[src/rtl/wbs_uart_peripheral.sv]
// Wishbone classic slave exposing an 8N1 UART as four registers:
// TX FIFO (0x0), status (0x4), divisor (0x8) and control (0xC).
module wbs_uart_peripheral #(
  parameter int DATA_WIDTH    = 32,
  parameter int ADDR_WIDTH    = 32,
  parameter int BAUD_RATE     = 9600,
  parameter int CLOCK_FREQ    = 50000000,
  parameter int TX_FIFO_DEPTH = 4
) (
`ifdef USE_POWER_PINS
  inout  wire                   vccd1,
  inout  wire                   vssd1,
`endif
  input  logic                  clk,
  input  logic                  rst,
  input  logic                  wb_cyc_i,
  input  logic                  wb_stb_i,
  input  logic                  wb_we_i,
  input  logic [ADDR_WIDTH-1:0] wb_adr_i,
  input  logic [DATA_WIDTH-1:0] wb_dat_i,
  output logic [DATA_WIDTH-1:0] wb_dat_o,
  output logic                  wb_ack_o,
  input  logic                  uart_rx,
  output logic                  uart_tx
);

  localparam int          PW        = $clog2(TX_FIFO_DEPTH);
  localparam logic [15:0] DIV_RESET = 16'(CLOCK_FREQ / BAUD_RATE);

  typedef enum logic [1:0] {
    S_IDLE  = 2'd0,
    S_START = 2'd1,
    S_DATA  = 2'd2,
    S_STOP  = 2'd3
  } ser_state_e;

  logic                  ack_q, ack_d;
  logic [DATA_WIDTH-1:0] dat_q, dat_d;
  logic [15:0]           divisor_q, divisor_d;
  logic                  rx_en_q, rx_en_d, tx_en_q, tx_en_d;
  logic                  tx_drop_q, tx_drop_d;

  logic [7:0]            mem_q [TX_FIFO_DEPTH];
  logic [7:0]            mem_d [TX_FIFO_DEPTH];
  logic [PW:0]           wptr_q, wptr_d, rptr_q, rptr_d;

  ser_state_e            tx_state_q, tx_state_d;
  logic [15:0]           tx_cnt_q, tx_cnt_d, tx_div_q, tx_div_d;
  logic [2:0]            tx_bit_q, tx_bit_d;
  logic [7:0]            tx_shift_q, tx_shift_d;
  logic                  tx_q, tx_d;

  logic                  rx_sync1_q, rx_sync2_q, rx_prev_q;
  ser_state_e            rx_state_q, rx_state_d;
  logic [15:0]           rx_cnt_q, rx_cnt_d, rx_div_q, rx_div_d;
  logic [2:0]            rx_bit_q, rx_bit_d;
  logic [7:0]            rx_shift_q, rx_shift_d;
  logic [7:0]            rx_byte_q, rx_byte_d;
  logic                  rx_valid_q, rx_valid_d;
  logic                  rx_overrun_q, rx_overrun_d;
  logic                  frame_err_q, frame_err_d;

  logic                  req_s, data_wr_s, data_rd_s, stat_wr_s, div_wr_s, ctrl_wr_s;
  logic [1:0]            sel_s;
  logic                  tx_full_s, tx_empty_s, tx_busy_s, pop_s, push_ok_s;
  logic [6:0]            status_s;
  logic                  unused_s;

  assign unused_s = ^{wb_adr_i[ADDR_WIDTH-1:4], wb_adr_i[1:0], wb_dat_i[DATA_WIDTH-1:16]};

  // Bus request decode; a request is ignored while its ack is being returned
  always_comb begin
    req_s     = wb_cyc_i & wb_stb_i & ~ack_q;
    sel_s     = wb_adr_i[3:2];
    data_wr_s = req_s &  wb_we_i & (sel_s == 2'd0);
    data_rd_s = req_s & ~wb_we_i & (sel_s == 2'd0);
    stat_wr_s = req_s &  wb_we_i & (sel_s == 2'd1);
    div_wr_s  = req_s &  wb_we_i & (sel_s == 2'd2);
    ctrl_wr_s = req_s &  wb_we_i & (sel_s == 2'd3);
  end

  // TX FIFO: the extra pointer bit separates full from empty
  always_comb begin
    tx_empty_s = (wptr_q == rptr_q);
    tx_full_s  = (wptr_q[PW] != rptr_q[PW]) && (wptr_q[PW-1:0] == rptr_q[PW-1:0]);
    pop_s      = (tx_state_q == S_IDLE) & tx_en_q & ~tx_empty_s;
    push_ok_s  = data_wr_s & (~tx_full_s | pop_s);
    mem_d      = mem_q;
    wptr_d     = push_ok_s ? (wptr_q + {{PW{1'b0}}, 1'b1}) : wptr_q;
    rptr_d     = pop_s ? (rptr_q + {{PW{1'b0}}, 1'b1}) : rptr_q;
    if (push_ok_s) begin
      mem_d[wptr_q[PW-1:0]] = wb_dat_i[7:0];
    end else begin
      mem_d = mem_q;
    end
  end

  // Register file writes and the registered read data path
  always_comb begin
    tx_busy_s = (tx_state_q != S_IDLE);
    status_s  = {tx_drop_q, frame_err_q, tx_busy_s, rx_overrun_q, rx_valid_q, tx_empty_s, tx_full_s};
    ack_d     = req_s;
    dat_d     = '0;
    if (req_s && !wb_we_i) begin
      case (sel_s)
        2'd0:    dat_d = rx_valid_q ? DATA_WIDTH'(rx_byte_q) : '0;
        2'd1:    dat_d = DATA_WIDTH'(status_s);
        2'd2:    dat_d = DATA_WIDTH'(divisor_q);
        2'd3:    dat_d = DATA_WIDTH'({tx_en_q, rx_en_q});
        default: dat_d = '0;
      endcase
    end else begin
      dat_d = '0;
    end
    if (div_wr_s) begin
      divisor_d = (wb_dat_i[15:0] < 16'd4) ? 16'd4 : wb_dat_i[15:0];
    end else begin
      divisor_d = divisor_q;
    end
    rx_en_d   = ctrl_wr_s ? wb_dat_i[0] : rx_en_q;
    tx_en_d   = ctrl_wr_s ? wb_dat_i[1] : tx_en_q;
    tx_drop_d = tx_drop_q & ~(stat_wr_s & wb_dat_i[6]);
    if (data_wr_s && tx_full_s && !pop_s) begin
      tx_drop_d = 1'b1;
    end else begin
      tx_drop_d = tx_drop_d;
    end
  end

  // TX serialiser; divisor is latched at each start bit
  always_comb begin
    tx_state_d = tx_state_q;
    tx_cnt_d   = tx_cnt_q;
    tx_div_d   = tx_div_q;
    tx_bit_d   = tx_bit_q;
    tx_shift_d = tx_shift_q;
    tx_d       = tx_q;
    case (tx_state_q)
      S_IDLE: begin
        tx_d = 1'b1;
        if (pop_s) begin
          tx_state_d = S_START;
          tx_cnt_d   = 16'd0;
          tx_div_d   = divisor_q;
          tx_shift_d = mem_q[rptr_q[PW-1:0]];
          tx_d       = 1'b0;
        end else begin
          tx_state_d = S_IDLE;
        end
      end
      S_START: begin
        if (tx_cnt_q == tx_div_q - 16'd1) begin
          tx_state_d = S_DATA;
          tx_cnt_d   = 16'd0;
          tx_bit_d   = 3'd0;
          tx_d       = tx_shift_q[0];
        end else begin
          tx_cnt_d = tx_cnt_q + 16'd1;
        end
      end
      S_DATA: begin
        if (tx_cnt_q == tx_div_q - 16'd1) begin
          tx_cnt_d = 16'd0;
          if (tx_bit_q == 3'd7) begin
            tx_state_d = S_STOP;
            tx_d       = 1'b1;
          end else begin
            tx_bit_d   = tx_bit_q + 3'd1;
            tx_shift_d = {1'b0, tx_shift_q[7:1]};
            tx_d       = tx_shift_q[1];
          end
        end else begin
          tx_cnt_d = tx_cnt_q + 16'd1;
        end
      end
      S_STOP: begin
        if (tx_cnt_q == tx_div_q - 16'd1) begin
          tx_state_d = S_IDLE;
          tx_cnt_d   = 16'd0;
        end else begin
          tx_cnt_d = tx_cnt_q + 16'd1;
        end
      end
      default: begin
        tx_state_d = S_IDLE;
        tx_d       = 1'b1;
      end
    endcase
  end

  // RX deserialiser; a DATA read on the completing edge frees the holding register
  always_comb begin
    rx_state_d   = rx_state_q;
    rx_cnt_d     = rx_cnt_q;
    rx_div_d     = rx_div_q;
    rx_bit_d     = rx_bit_q;
    rx_shift_d   = rx_shift_q;
    rx_byte_d    = rx_byte_q;
    rx_valid_d   = rx_valid_q & ~data_rd_s;
    rx_overrun_d = rx_overrun_q & ~(stat_wr_s & wb_dat_i[3]);
    frame_err_d  = frame_err_q & ~(stat_wr_s & wb_dat_i[5]);
    case (rx_state_q)
      S_IDLE: begin
        if (rx_en_q && rx_prev_q && !rx_sync2_q) begin
          rx_state_d = S_START;
          rx_cnt_d   = 16'd0;
          rx_div_d   = divisor_q;
        end else begin
          rx_state_d = S_IDLE;
        end
      end
      S_START: begin
        if (!rx_en_q) begin
          rx_state_d = S_IDLE;
        end else if (rx_cnt_q == (rx_div_q >> 1) - 16'd1) begin
          rx_cnt_d   = 16'd0;
          rx_bit_d   = 3'd0;
          rx_state_d = rx_sync2_q ? S_IDLE : S_DATA;
        end else begin
          rx_cnt_d = rx_cnt_q + 16'd1;
        end
      end
      S_DATA: begin
        if (!rx_en_q) begin
          rx_state_d = S_IDLE;
        end else if (rx_cnt_q == rx_div_q - 16'd1) begin
          rx_cnt_d   = 16'd0;
          rx_shift_d = {rx_sync2_q, rx_shift_q[7:1]};
          rx_bit_d   = rx_bit_q + 3'd1;
          rx_state_d = (rx_bit_q == 3'd7) ? S_STOP : S_DATA;
        end else begin
          rx_cnt_d = rx_cnt_q + 16'd1;
        end
      end
      S_STOP: begin
        if (!rx_en_q) begin
          rx_state_d = S_IDLE;
        end else if (rx_cnt_q == rx_div_q - 16'd1) begin
          rx_state_d = S_IDLE;
          rx_cnt_d   = 16'd0;
          if (!rx_sync2_q) begin
            frame_err_d = 1'b1;
          end else if (!rx_valid_d) begin
            rx_byte_d  = rx_shift_q;
            rx_valid_d = 1'b1;
          end else begin
            rx_overrun_d = 1'b1;
          end
        end else begin
          rx_cnt_d = rx_cnt_q + 16'd1;
        end
      end
      default: rx_state_d = S_IDLE;
    endcase
  end

  // State registers with synchronous reset
  always_ff @(posedge clk) begin
    if (rst) begin
      ack_q        <= 1'b0;
      dat_q        <= '0;
      divisor_q    <= DIV_RESET;
      rx_en_q      <= 1'b0;
      tx_en_q      <= 1'b1;
      tx_drop_q    <= 1'b0;
      mem_q        <= '{default: 8'h00};
      wptr_q       <= '0;
      rptr_q       <= '0;
      tx_state_q   <= S_IDLE;
      tx_cnt_q     <= 16'd0;
      tx_div_q     <= DIV_RESET;
      tx_bit_q     <= 3'd0;
      tx_shift_q   <= 8'h00;
      tx_q         <= 1'b1;
      rx_sync1_q   <= 1'b1;
      rx_sync2_q   <= 1'b1;
      rx_prev_q    <= 1'b1;
      rx_state_q   <= S_IDLE;
      rx_cnt_q     <= 16'd0;
      rx_div_q     <= DIV_RESET;
      rx_bit_q     <= 3'd0;
      rx_shift_q   <= 8'h00;
      rx_byte_q    <= 8'h00;
      rx_valid_q   <= 1'b0;
      rx_overrun_q <= 1'b0;
      frame_err_q  <= 1'b0;
    end else begin
      ack_q        <= ack_d;
      dat_q        <= dat_d;
      divisor_q    <= divisor_d;
      rx_en_q      <= rx_en_d;
      tx_en_q      <= tx_en_d;
      tx_drop_q    <= tx_drop_d;
      mem_q        <= mem_d;
      wptr_q       <= wptr_d;
      rptr_q       <= rptr_d;
      tx_state_q   <= tx_state_d;
      tx_cnt_q     <= tx_cnt_d;
      tx_div_q     <= tx_div_d;
      tx_bit_q     <= tx_bit_d;
      tx_shift_q   <= tx_shift_d;
      tx_q         <= tx_d;
      rx_sync1_q   <= uart_rx;
      rx_sync2_q   <= rx_sync1_q;
      rx_prev_q    <= rx_sync2_q;
      rx_state_q   <= rx_state_d;
      rx_cnt_q     <= rx_cnt_d;
      rx_div_q     <= rx_div_d;
      rx_bit_q     <= rx_bit_d;
      rx_shift_q   <= rx_shift_d;
      rx_byte_q    <= rx_byte_d;
      rx_valid_q   <= rx_valid_d;
      rx_overrun_q <= rx_overrun_d;
      frame_err_q  <= frame_err_d;
    end
  end

  assign wb_ack_o = ack_q;
  assign wb_dat_o = dat_q;
  assign uart_tx  = tx_q;

endmodule

[config.mk]
export PLATFORM = sky130hd
export DESIGN_NAME = wbs_uart_peripheral
export DESIGN_NICKNAME = d
export VERILOG_FILES = /design/src/rtl/wbs_uart_peripheral.sv
export SDC_FILE = /design/constraint.sdc
export NUM_CORES = 1
export LEC_CHECK = 0
export ABC_AREA = 1
export CORE_ASPECT_RATIO = 0.9
export CORE_MARGIN = 8
export CORE_UTILIZATION = 45
export CTS_CLUSTER_DIAMETER = 120
export DETAILED_ROUTE_END_ITERATION = 12
export PLACE_DENSITY_LB_ADDON = 0.2
export SETUP_SLACK_MARGIN = 0.2
export SKIP_LAST_GASP = 1
export SLEW_MARGIN = 15
export SYNTH_ARGS = -nofsm -noshare
export SYNTH_HDL_FRONTEND = slang
export SYNTH_SLANG_ARGS = --single-unit
[constraint.sdc]
create_clock -name clk -period 3.2 [get_ports clk]
set_clock_uncertainty 0.2 [all_clocks]
set_input_delay 0.48 -clock clk [delete_from_list [all_inputs] [get_ports clk]]
set_output_delay 0.48 -clock clk [all_outputs]
set_load 0.01 [all_outputs]
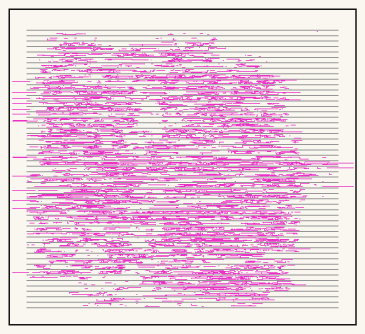
**Above:** met1 routing.
Drawn at 2 px/um. Supply wires on this layer in grey.
The layer holds 49% of the routed length. 1442 nets have wire on it.
Vias: 9182
M1 GR Usage: 26.2%

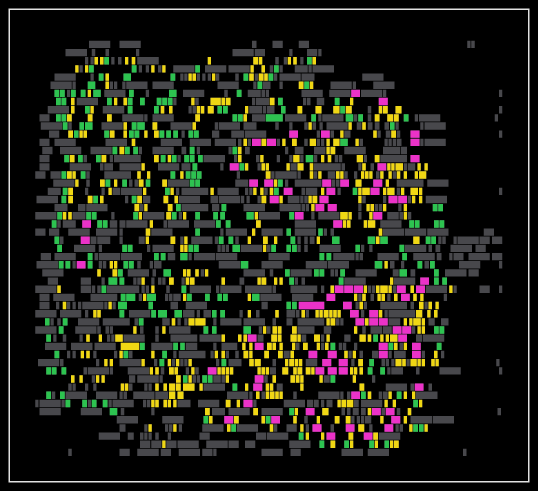
**Above:** logic cells by family.
Drawn at 3 px/um.
nand cells: shown in yellow, cells 451, most used nand2_1. xor and xnor cells: shown in magenta, cells 79, most used xor2_1. aoi and oai cells: shown in green, cells 249, most used a21oi_1.
combinational share of cell area: 48.3%
post-route insts no fill: 1790
most frequent logic cell in the layout: nand2_1

==> flow_summary.toml <==
# implementation run metrics
[yosys]
numSynthFlops = 179
synth-edff-count = 0
ys_seq_share_pct = 36.1
synth_cell_types = 43
yosys_warnings = 0
synth_area_um2 = 9940
avgSynthCellArea_um2 = 6.75
yosys_cells = 1472
postSynth.asyncResetShare_pct = 0
synth_chip_area_um2 = 9940
syn_inst = 1472
synthFlopType = "dfxtp_1"

[timing]
rsz0062_at_grt = "no"
fmax_mhz = 360
slew_headroom_pct = 56.7
hold_violations = 0
tightest_slew_ns = 0.648
setup_viol = 0
setup_tns_ns = 0
final.setup.worst_slack_ns = 0.421
whs_ns = 0.212
layout_min_cycle_time_ns = 2.78
period_used_pct = 86.8

[clocking]
htree_num_levels = 4
hold_buffers = 0
clock_path_buffers = 2
post_cts_buffers = 0
cts_buffers = 17
path_clk_slew_ns = 0.08
cts_tree = "done"
cts_root_buffer = "clkbuf_16"
insertion_delay_ns = 0.43
clock_sinks = 179

[final_layout]
syn_to_final_growth_pct = 11.5
comb_area_um2 = 5350
nets = 1575
antenna_cells = 0
nFillCells = 2173
drive_above_1_share_pct = 5.54
final_cell_mix = "nand2_1, nor2_1, dfxtp_1"
flop_area_um2 = 3580

[floorplan]
die_area_um2 = 27100
coreArea_um2 = 21600
ios = 104
num_rows = 51
fp.dieH_um = 157
fp-utilization_pct = 45.9
dieWidth_um = 173

[power_and_ir_drop]
cellLeakagePower_nw = 4.51
pwr-share-comb_pct = 25.1
ir_worst_vdd_mv = 0.372
power_w = 0.00622
power_frac_seq_pct = 40.5
clkPwrFrac_pct = 34.3
intPower_w = 0.00404
p_sw_w = 0.00218
p_per_area_nw_per_um2 = 561
netSwitchingFraction_pct = 35.0

[status]
status = "complete, no violations"

[global_routing]
antenna_found_initial = 0
grt_pass1_wl_um = 42500
grt_pass1_vias = 8408
grt-busiest-layer = "met2"
use_met3_pct = 3.47
grt_start_max_net_pins = 57
grt_overflow = 0
use_met2_pct = 30.3

[route]
initialDrtViolationCount = 819
top_layer_used = "met4"
wl_met1_um = 12700
drtPass1Iterations = 5
route.met3.wl_um = 1530
met2_length_um = 11400
antenna_left = 0
drc = 0
via_per_inst = 5.13

[worst_hold_path]
hold_path.class = "flip-flop to flip-flop"

[worst_setup_path]
critical_path_class = "flip-flop to flip-flop"
critPathCaptureType = "flip-flop"
worstPathRequired_ns = 3.32
critPathLaunchType = "flip-flop"
critPathMaxFanout = 16
arrival_ns = 2.90

[job]
cap_violations = 0
warnings = 79

[placement]
numPortBuffers = 41
dp_hpwl_um = 19200
place_congestion = 0.889
dp_slack_ns = 0.238
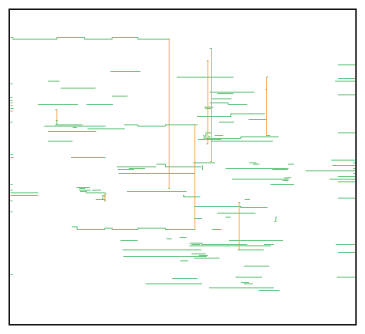
**Above:** signal wires by layer.
Drawn at 2 px/um. Only two layers are drawn.
metal 3: shown in green, wire length 1530 um. metal 4: shown in orange, wire length 287 um.
gr usage total: 18.9%
Avg WL per Cell: 14.5 um
Routed WL: 26000 um

-- registers in the layout (all words and copies together) (netlist names), 2 cells and up --
register	cells
rx_div_q	16
tx_div_q	16
tx_cnt_q	16
rptr_q	3
rx_state_q	2
rx_byte_q	8
mem_q	32
wptr_q	3
tx_state_q	2
rx_shift_q	8
rx_bit_q	3
rx_cnt_q	16
tx_bit_q	3
divisor_q	16
wb_dat_o	16
tx_shift_q	8
-- logic make-up after synthesis --
kind of cell	after synthesis	share of synthesized area, %
AND-OR/OR-AND	250	13.4
XOR/XNOR	79	7.11
adder cells (fa/ha/maj)	19	2.39
buffers and inverters	250	10.9
flip-flops	179	36.1
other	1	0.0377
AND/OR/NAND/NOR	694	30.1
-- power groups by stage --
stage / sequential, W / clock (W) / combinational (W)
CTS: 0.00252 / 0.00217 / 0.00156
detailed placement: 0.00257 / 0 / 0.00154
global route: 0.00255 / 0.00227 / 0.00180
global placement: 0.00257 / 0 / 0.00152
floorplan: 0.00254 / 0 / 0.00119
finish: 0.00252 / 0.00214 / 0.00156
-- what timing repair did --
item | 4_1_cts | 5_1_grt
gates resized | 0 | 5
endpoints found under the setup margin | 0 | 41
hold endpoints to repair | 0 | 0
-- worst paths after layout --
path	start	endpoint	slack (ns)	cells past startpoint
max	rx_div_q[0]	rx_state_q[1]	0.42	13
min	rx_sync1_q	rx_sync2_q	0.21	1
max reg2reg	rx_div_q[0]	rx_state_q[1]	0.42	13
min reg2reg	rx_sync1_q	rx_sync2_q	0.21	1
-- worst max-delay path: stages, from the launching register on --
cell     delay (ns)
dfxtp_1        0.38
inv_4          0.15
ha_2           0.24
nand2_1        0.18
nor2_4         0.19
nand2_1        0.08
xor2_1         0.21
nand2_1        0.11
nor2_2         0.19
nand3_2        0.13
nand2_1        0.19
nand2_4        0.17
nand2_1        0.17
a21oi_1        0.08
-- final cells by class --
cell class,count,share of cell area (%)
Inverter,172,5.85
Sequential cell,179,32.3
Tap cell,291,3.28
Timing Repair Buffer,58,4.92
Clock inverter,14,1.48
Multi-Input combinational cell,1058,48.3
Clock buffer,18,3.87
-- Yosys cell counts (5+ instances only) --
library cell | n | area, um2
nand2_1 | 325 | 1220
xnor2_1 | 27 | 236
clkbuf_1 | 33 | 124
nand4_1 | 27 | 169
o21ai_0 | 100 | 500
o211ai_1 | 11 | 82.6
buf_4 | 20 | 150
nor4_1 | 7 | 43.8
dfxtp_1 | 179 | 3580
nor3_1 | 19 | 95.1
a21oi_1 | 118 | 591
a211oi_1 | 9 | 67.6
nor2_4 | 6 | 67.6
nor2_1 | 190 | 713
nand3_1 | 82 | 410
clkinv_1 | 5 | 18.8
buf_2 | 15 | 75.1
xor2_1 | 51 | 447
inv_1 | 164 | 616
ha_1 | 19 | 238
nor2_2 | 11 | 68.8
nand3b_1 | 11 | 82.6
-- stage by stage --
| stage | std cells | cell area (um2) |
|---|---|---|
| after floorplan | 1487 | 10000 |
| after global placement | 1758 | 10500 |
| after detailed placement | 1758 | 10500 |
| after CTS | 1790 | 11100 |
| after global routing | 1790 | 11100 |
| final | 1790 | 11100 |
Power and IR drop assume default switching activity.
